<file path="config.mk">
export PLATFORM = sky130hd
export DESIGN_NAME = wb_regfile
export DESIGN_NICKNAME = d
export VERILOG_FILES = /design/src/rtl/wb_regfile.sv
export SDC_FILE = /design/constraint.sdc
export NUM_CORES = 2
export LEC_CHECK = 0
export CAP_MARGIN = 10
export CORE_MARGIN = 2
export CORE_UTILIZATION = 56
export DETAILED_ROUTE_END_ITERATION = 8
export PLACE_DENSITY = 0.78
export SYNTH_ARGS = -nofsm -noshare
export SYNTH_HDL_FRONTEND = slang
export SYNTH_SLANG_ARGS = --single-unit
</file>
<file path="constraint.sdc">
create_clock -name clk -period 41.7 [get_ports clk]
set_clock_uncertainty 0.2 [all_clocks]
set_input_delay 8.34 -clock clk [delete_from_list [all_inputs] [get_ports clk]]
set_output_delay 8.34 -clock clk [all_outputs]
set_load 0.02 [all_outputs]
</file>
<file path="src/rtl/wb_regfile.sv">
// MIPS write-back stage and 32-entry general-purpose register file.
// Selects load data or ALU result, commits it on the clock edge, and serves two bypassed read ports.
module wb_regfile #(
  parameter int WIDTH  = 32,
  parameter int ADDR_W = 5
) (
  input  logic              clk,
  input  logic              rst,
  input  logic              RegWrite,
  input  logic              MEMtoReg,
  input  logic [WIDTH-1:0]  RD_in,
  input  logic [WIDTH-1:0]  ALU_result_in,
  input  logic [ADDR_W-1:0] regdst_in,
  input  logic [ADDR_W-1:0] rs_addr,
  input  logic [ADDR_W-1:0] rt_addr,
  output logic [WIDTH-1:0]  rs_data,
  output logic [WIDTH-1:0]  rt_data,
  output logic [WIDTH-1:0]  wb_data,
  output logic              wb_valid,
  output logic [31:0]       wr_count
);

  localparam int NREGS = 1 << ADDR_W;

  logic [WIDTH-1:0] regs [NREGS];
  logic [31:0]      wr_count_q;

  assign wb_data = MEMtoReg ? RD_in : ALU_result_in;

  // wb_valid marks a write that will really commit at the coming edge: writes to
  // r0 and writes while reset is held are excluded, so the bypass and counter agree.
  assign wb_valid = RegWrite & (regdst_in != '0) & ~rst;

  always_ff @(posedge clk or posedge rst) begin
    if (rst) begin
      for (int i = 0; i < NREGS; i++) begin
        regs[i] <= '0;
      end
      wr_count_q <= '0;
    end else if (wb_valid) begin
      regs[regdst_in] <= wb_data;
      wr_count_q      <= wr_count_q + 32'd1;
    end
  end

  assign wr_count = wr_count_q;

  // r0 reads as zero and the current write-back value overrides the array.
  always_comb begin
    rs_data = '0;
    if (!rst && (rs_addr != '0)) begin
      rs_data = (wb_valid && (rs_addr == regdst_in)) ? wb_data : regs[rs_addr];
    end
  end

  always_comb begin
    rt_data = '0;
    if (!rst && (rt_addr != '0)) begin
      rt_data = (wb_valid && (rt_addr == regdst_in)) ? wb_data : regs[rt_addr];
    end
  end

endmodule
</file>
### Signal metal coverage by tile

Drawn at 1 px/um. The die is cut into 32 by 32 equal tiles; dark purple is low, yellow is high, scaled to the fullest tile. Values are wire area over tile area, all layers added.
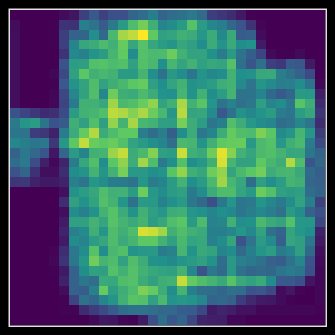
mean over tiles	0.31
nearly empty tiles	17%
fullest tile	0.78
emptiest ninth of the die	bottom left

### Power grid

Drawn at 1.5 px/um. Pins as bars on the die edge.
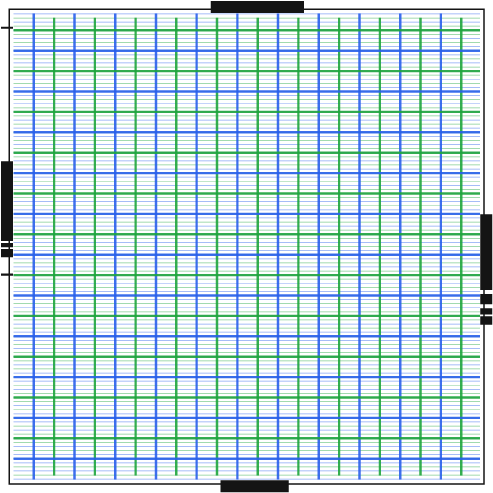
net	color
VSS	blue
VDD	green
met5 straps	22
met1 rails	115
signal pins	212
met4 straps	22
rows	114
Die Span Y: 315 um
Core ar.: 96400 um2
horizontal die dimension: 315 um
largest voltage drop on the vdd net: 0.0326 mV

==> run_summary.xml <==
<?xml version="1.0" encoding="UTF-8"?>
<metrics>
  <group name="critical_path">
    <metric name="critical_path.startpoint_type" unit="">input port</metric>
  </group>
  <group name="finish">
    <metric name="sh_comb_area" unit="%">42.6</metric>
    <metric name="clkCellAreaFrac" unit="%">6.15</metric>
    <metric name="max_flop_register" unit="">regs</metric>
    <metric name="proportion_of_layout_cells_with_a_drive_suffix_above_1" unit="%">16.7</metric>
    <metric name="n_fill_cell" unit="">7266</metric>
    <metric name="layout_top_cell" unit="">sky130_fd_sc_hd__dfrtp_1</metric>
  </group>
  <group name="floorplanning">
    <metric name="initCoreUtil" unit="%">56.3</metric>
  </group>
  <group name="global_route">
    <metric name="globalRoute.totalOverflow" unit="">0</metric>
    <metric name="antenna_found_initial" unit="">7</metric>
    <metric name="grt_use_met2" unit="%">51.3</metric>
    <metric name="grt.busiest_layer" unit="">met2</metric>
  </group>
  <group name="power_and_ir_drop">
    <metric name="power.combinational.total" unit="mW">0.567</metric>
    <metric name="intPower" unit="mW">2.06</metric>
    <metric name="power_per_cell_area" unit="nW/um2">48.0</metric>
    <metric name="comb_power_share" unit="%">19.5</metric>
  </group>
  <group name="logic_synthesis">
    <metric name="post_syn_area_per_cell" unit="um2">10.9</metric>
    <metric name="synth.comb.largest_family" unit="">multiplexers</metric>
  </group>
  <group name="sta">
    <metric name="fin_hold_ws" unit="ns">0.196</metric>
    <metric name="number_of_hold_violations_in_the_final_report" unit="">0</metric>
    <metric name="final_min_period_over_clock_period" unit="%">51.5</metric>
    <metric name="grt_setup_unrepaired" unit="">false</metric>
    <metric name="timing.fmax" unit="GHz">0.0466</metric>
  </group>
  <group name="placed_design">
    <metric name="routabilityCongestion" unit="">0.858</metric>
    <metric name="dp_hpwl" unit="mm">96.5</metric>
  </group>
  <group name="drt">
    <metric name="detail_route.drc_violations" unit="">0</metric>
    <metric name="postRouteAntennaNets" unit="">0</metric>
    <metric name="drt_iter0_markers" unit="">6076</metric>
    <metric name="finalWirelength" unit="mm">175</metric>
    <metric name="via_count" unit="">43507</metric>
    <metric name="wl_met2" unit="mm">76.7</metric>
  </group>
  <group name="clocking">
    <metric name="post_cts_hold_buffer_count" unit="">0</metric>
    <metric name="cts_made_buffers" unit="">109</metric>
  </group>
  <group name="run_status">
    <metric name="run_status" unit="">completed</metric>
  </group>
</metrics>
### Close-up of the layout

Region (133, 196) to (183, 246) um. Cells in gray, sequential cells in the stronger gray; small squares are vias.
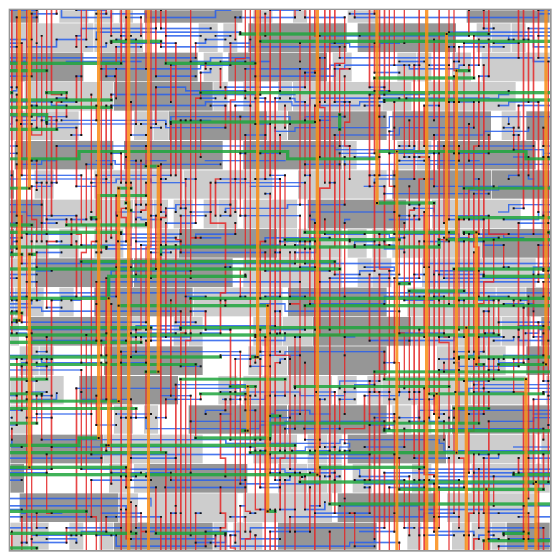
layer	color
metal 4	orange
metal 3	green
metal 2	red
metal 1	blue
netlist names of flops here include	regs (37)
most frequent	dfrtp_1 (37), nand2_1 (26), o21ai_0 (25)
sequential cells in the window	37
cells with their middle in the window	156

### Placed standard cells

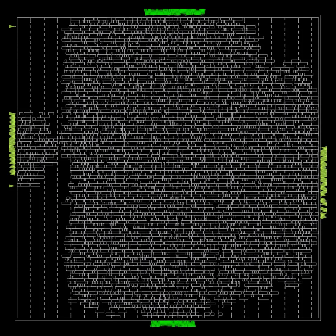
Std-Cell Rows: 114
sequential cell count: 1056
flop share of the area: 43.6%

[per-stage QoR]
step,cells,instance area [um2],power (mW)
after floorplan,4974,54300,1.71
after global placement,6035,56900,1.86
after detailed placement,6035,56900,1.89
after CTS,6232,60700,2.90
after global routing,6235,60700,3.02
final,6237,60700,2.91
[critical path, stage by stage]
cell and delay, ns:
sky130_fd_sc_hd__buf_8 0.71, sky130_fd_sc_hd__buf_4 0.93, sky130_fd_sc_hd__buf_4 0.85, sky130_fd_sc_hd__mux2i_1 0.16, sky130_fd_sc_hd__a221oi_1 0.43, sky130_fd_sc_hd__a22oi_1 0.16
sky130_fd_sc_hd__a21oi_1 0.41, sky130_fd_sc_hd__a211o_1 0.17, sky130_fd_sc_hd__clkdlybuf4s50_1 0.63
No activity file was given, so power comes from the tool's default toggle rates.
